===== src/rtl/ps2_frame_rx.sv =====
// PS/2 device-to-host frame receiver: sync, de-glitch, deframe, check, hand off.
// Define PS2_RX_FIFO_EN for a 4-entry output FIFO; otherwise a single holding register.
module ps2_frame_rx #(
    parameter int CLK_HZ     = 25000000,
    parameter int TIMEOUT_US = 200,
    parameter int FILTER_LEN = 4
) (
    input  logic       clk,
    input  logic       reset,
    input  logic       ps2clk,
    input  logic       ps2dat,
    output logic [7:0] out_data,
    output logic       out_valid,
    input  logic       out_ready,
    output logic       parity_err,
    output logic       frame_err,
    output logic       overflow
);

    localparam int TO_CYC = CLK_HZ / 1000000 * TIMEOUT_US;
    localparam int TW     = $clog2(TO_CYC + 1);

    typedef enum logic [1:0] {
        IDLE,
        DATA,
        PARITY,
        STOP
    } state_t;

    // Line index 0 is ps2clk, index 1 is ps2dat.
    logic [1:0]      raw;
    logic [1:0]      s1_q, s2_q, filt_q, flip;
    logic [1:0][3:0] cnt_q;

    logic            fall;
    logic            dat;

    state_t          state_q, state_d;
    logic [2:0]      bit_q, bit_d;
    logic [7:0]      shift_q, shift_d;
    logic            par_q, par_d;
    logic            bad_q, bad_d;
    logic [TW-1:0]   tcnt_q, tcnt_d;
    logic            timeout;
    logic            commit;
    logic            perr_q, perr_d;
    logic            ferr_q, ferr_d;
    logic            ovf_q, ovf_d;
    logic            accept;

    assign raw  = {ps2dat, ps2clk};
    assign fall = flip[0] & filt_q[0];
    assign dat  = filt_q[1];

    // A line flips only once it has disagreed with the filtered level long enough.
    always_comb begin
        flip = '0;
        for (int i = 0; i < 2; i++) begin
            flip[i] = (s2_q[i] != filt_q[i]) &&
                      (cnt_q[i] == 4'(FILTER_LEN - 1));
        end
    end

    // Two-flop synchronisers and glitch filters for both pins.
    always_ff @(posedge clk or posedge reset) begin
        if (reset) begin
            s1_q   <= 2'b11;
            s2_q   <= 2'b11;
            filt_q <= 2'b11;
            cnt_q  <= '0;
        end else begin
            for (int i = 0; i < 2; i++) begin
                s1_q[i] <= raw[i];
                s2_q[i] <= s1_q[i];
                if (s2_q[i] == filt_q[i]) begin
                    cnt_q[i] <= '0;
                end else if (flip[i]) begin
                    cnt_q[i]  <= '0;
                    filt_q[i] <= ~filt_q[i];
                end else begin
                    cnt_q[i] <= cnt_q[i] + 4'd1;
                end
            end
        end
    end

    // Frame FSM next state, inter-edge timeout and error pulse requests.
    always_comb begin
        state_d = state_q;
        bit_d   = bit_q;
        shift_d = shift_q;
        par_d   = par_q;
        bad_d   = bad_q;
        commit  = 1'b0;
        perr_d  = 1'b0;
        ferr_d  = 1'b0;
        tcnt_d  = (state_q == IDLE || fall) ? '0 : tcnt_q + 1'b1;
        timeout = (state_q != IDLE) && !fall &&
                  (tcnt_q == TW'(TO_CYC - 1));
        unique case (state_q)
            IDLE: begin
                if (fall && !dat) begin
                    state_d = DATA;
                    bit_d   = 3'd0;
                    par_d   = 1'b0;
                    bad_d   = 1'b0;
                end
            end
            DATA: begin
                if (fall) begin
                    shift_d = {dat, shift_q[7:1]};
                    par_d   = par_q ^ dat;
                    bit_d   = bit_q + 3'd1;
                    if (bit_q == 3'd7) state_d = PARITY;
                end
            end
            PARITY: begin
                if (fall) begin
                    bad_d   = ~(par_q ^ dat);
                    state_d = STOP;
                end
            end
            STOP: begin
                if (fall) begin
                    if (!dat)       ferr_d = 1'b1;
                    else if (bad_q) perr_d = 1'b1;
                    else            commit = 1'b1;
                    state_d = IDLE;
                end
            end
            default: state_d = IDLE;
        endcase
        if (timeout) begin
            state_d = IDLE;
            ferr_d  = 1'b1;
        end
    end

    // FSM and pulse registers.
    always_ff @(posedge clk or posedge reset) begin
        if (reset) begin
            state_q <= IDLE;
            bit_q   <= '0;
            shift_q <= '0;
            par_q   <= 1'b0;
            bad_q   <= 1'b0;
            tcnt_q  <= '0;
            perr_q  <= 1'b0;
            ferr_q  <= 1'b0;
            ovf_q   <= 1'b0;
        end else begin
            state_q <= state_d;
            bit_q   <= bit_d;
            shift_q <= shift_d;
            par_q   <= par_d;
            bad_q   <= bad_d;
            tcnt_q  <= tcnt_d;
            perr_q  <= perr_d;
            ferr_q  <= ferr_d;
            ovf_q   <= ovf_d;
        end
    end

`ifdef PS2_RX_FIFO_EN
    logic [7:0] mem_q [4];
    logic [1:0] wp_q, rp_q;
    logic       full_q, empty_q;
    logic       wr;

    assign accept = !empty_q && out_ready;
    assign wr     = commit && (!full_q || accept);
    assign ovf_d  = commit && !wr;

    // FIFO storage; a same-cycle pop makes room for the push.
    always_ff @(posedge clk or posedge reset) begin
        if (reset) begin
            for (int i = 0; i < 4; i++) mem_q[i] <= '0;
            wp_q    <= '0;
            rp_q    <= '0;
            full_q  <= 1'b0;
            empty_q <= 1'b1;
        end else begin
            if (wr) begin
                mem_q[wp_q] <= shift_q;
                wp_q        <= wp_q + 2'd1;
            end
            if (accept) rp_q <= rp_q + 2'd1;
            if (wr && !accept) begin
                empty_q <= 1'b0;
                full_q  <= (wp_q + 2'd1) == rp_q;
            end else if (accept && !wr) begin
                full_q  <= 1'b0;
                empty_q <= (rp_q + 2'd1) == wp_q;
            end
        end
    end

    assign out_data  = mem_q[rp_q];
    assign out_valid = !empty_q;
`else
    logic [7:0] data_q;
    logic       valid_q;

    assign accept = valid_q && out_ready;
    assign ovf_d  = commit && valid_q && !accept;

    // Single holding register; an accept in the same cycle frees it.
    always_ff @(posedge clk or posedge reset) begin
        if (reset) begin
            data_q  <= '0;
            valid_q <= 1'b0;
        end else if (commit && (!valid_q || accept)) begin
            data_q  <= shift_q;
            valid_q <= 1'b1;
        end else if (accept) begin
            valid_q <= 1'b0;
        end
    end

    assign out_data  = data_q;
    assign out_valid = valid_q;
`endif

    assign parity_err = perr_q;
    assign frame_err  = ferr_q;
    assign overflow   = ovf_q;

endmodule

===== config.mk =====
export PLATFORM = sky130hd
export DESIGN_NAME = ps2_frame_rx
export DESIGN_NICKNAME = d
export VERILOG_FILES = /design/src/rtl/ps2_frame_rx.sv
export SDC_FILE = /design/constraint.sdc
export NUM_CORES = 1
export LEC_CHECK = 0
export CORE_ASPECT_RATIO = 0.9
export CORE_UTILIZATION = 55
export CTS_CLUSTER_SIZE = 24
export DETAILED_ROUTE_END_ITERATION = 7
export PLACE_DENSITY = 0.75
export SYNTH_ARGS = -nofsm -noshare
export SYNTH_HDL_FRONTEND = slang
export SYNTH_SLANG_ARGS = --single-unit

===== constraint.sdc =====
create_clock -name clk -period 3.1 [get_ports clk]
set_input_delay 0.93 -clock clk [delete_from_list [all_inputs] [get_ports clk]]
set_output_delay 0.93 -clock clk [all_outputs]
set_load 0.005 [all_outputs]

### Met3 routing

Scale bar: 20 µm.
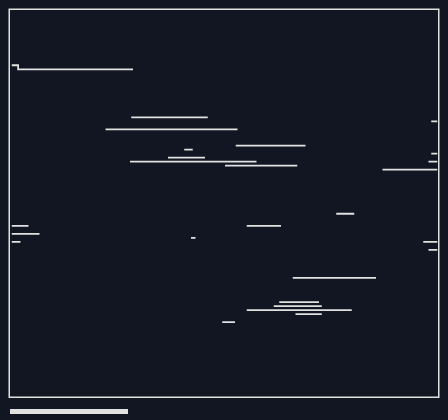
longest straight run	22.1 µm
nets with wire on the layer	22
main direction	horizontal
share of all routed wire	4.8%
WL final: 4.000 mm
GR Layer Usage met3: 4.141%

### Cell placement

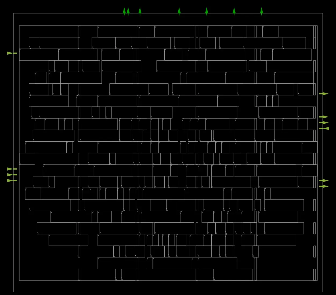
flop share of the area: 48.87%
core region area: 0.004184 mm²
final sequential cell count: 54
fillcell total: 327

==> impl_metrics.json <==
{
  "vias": 1557,
  "p_clk_mw": 0.393,
  "fp_util_pct": 58.82,
  "ioPinCount": 17,
  "crit_start": "cnt_q[0]$_DFF_PP0_",
  "relSlewSlack_pct": 66.28,
  "crit_end": "out_data[5]$_DFFE_PP0P_",
  "port_buffers": 16,
  "cp-start-kind": "register",
  "postCtsSetupBuffers": 0,
  "layout.nets": 245,
  "hold_ws_ns": 0.3615,
  "buffer_area_share_pct": 7.021,
  "cp-end-kind": "register",
  "logic_gates": 145,
  "power.density_mw_per_mm2": 626.3,
  "p_clk_share_pct": 22.6,
  "placedCellCount": 283,
  "synth_flops": 54,
  "slowest_delay_ns": 0.43,
  "postCtsHoldBufs": 0,
  "clock-skew-final_ns": 0.003968,
  "reg2reg_from": "cnt_q[0]$_DFF_PP0_",
  "track_usage_pct": 19.28,
  "clock_path_buffers": 2,
  "cts_buffers": 5,
  "ys_seq_share_pct": 55.21,
  "comb_area_share_pct": 37.31,
  "fin_area_mm2": 0.002780,
  "diodes": 0,
  "clock_buffer_count": 6,
  "placed_area_mm2": 0.002685,
  "crit_chain": "ha_1 > or3b_4 > nor2_4 > nand4b_2 > nor2b_1 > buf_4 > mux2_1",
  "area_growth_pct": 12.96,
  "p_total_mw": 1.741,
  "ir_worst_vdd_uv": 472.4,
  "leakagePower_nw": 1.306,
  "routabilityCongestion": 0.8756,
  "warning_count": 30,
  "finalSetupViolCount": 0,
  "critical_path_class": "register to register",
  "status": "complete, no violations",
  "lay_top_count": "dfrtp_1",
  "ff_latch_area_mm2": 0.001359,
  "grt-ovfl-total": 0,
  "clock-root-buffer": "clkbuf_8",
  "lay_top_cells": "dfrtp_1 (48), nor2_1 (18), clkdlybuf4s50_1 (16)",
  "routed_via_density": 5.351,
  "p_switching_mw": 0.5689,
  "synth_top_cell_by_area": "dfrtp_1",
  "antenna_found_initial": 0,
  "taps": 60,
  "swShare_pct": 32.67,
  "hpwl_mm": 2.929,
  "fin_tns_setup_ns": 0,
  "cts.sinks": 54,
  "worstRegToRegCells": 7,
  "die_y_um": 65.46,
  "intPower_mw": 1.172,
  "edf_count": 0,
  "synth-warning-count": 0,
  "grt_max_degree": 35,
  "ff2ff_setup_slack_ns": 0.86,
  "first_iter_violations": 109,
  "top_area_cell_class": "sequential cells"
}
==> layer usage <==
| metal | vias up | wire length, µm | track usage [%] |
|---|---|---|---|
| li1 | 762 | - | - |
| met5 | - | 0 | 0 |
| met3 | 4 | 190 | 4.141 |
| met4 | 0 | 23 | 5.882 |
| met2 | 43 | 1857 | 31.07 |
| met1 | 748 | 1929 | 26.26 |
==> synthesized netlist by cell type, drive strengths merged, types with 3 or more instances <==
| cell | instances |
|---|---|
| dfstp | 6 |
| inv | 5 |
| xor2 | 9 |
| nor2 | 19 |
| xnor2 | 5 |
| and3 | 4 |
| nand2b | 5 |
| nor3 | 4 |
| buf | 4 |
| o21ai | 11 |
| ha | 10 |
| clkbuf | 3 |
| dfrtp | 48 |
| mux2 | 16 |
| a21oi | 4 |
| a22o | 4 |
| nor3b | 3 |
| nand2 | 15 |
| nor2b | 3 |
| nand3 | 14 |
==> kinds of logic (layout without fill, tap and decap cells) <==
family                   after synthesis  in the layout  share of synthesized area [%]
AND-OR/OR-AND                         26             26                          6.609
XOR/XNOR                              14             14                          4.982
adder cells (fa/ha/maj)               10             10                          5.084
buffers and inverters                 12             32                          2.644
flip-flops                            54             54                          55.21
multiplexers                          16             16                          8.236
AND/OR/NAND/NOR                       79             79                          17.23
==> registers in the layout, indices dropped and copies added (netlist names) <==
register,cells
cnt_q,8
shift_q,8
bit_q,3
bad_q,1
state_q,2
filt_q,2
tcnt_q,13
frame_err,1
out_valid,1
s1_q,2
parity_err,1
par_q,1
overflow,1
out_data,8
s2_q,2
==> worst register-to-register path, cell delays in order, from the launching register on <==
cell      delay (ns)
dfrtp_1         0.38
ha_1            0.21
or3b_4          0.43
nor2_4          0.27
nand4b_2        0.17
nor2b_1         0.15
buf_4           0.18
mux2_1          0.34
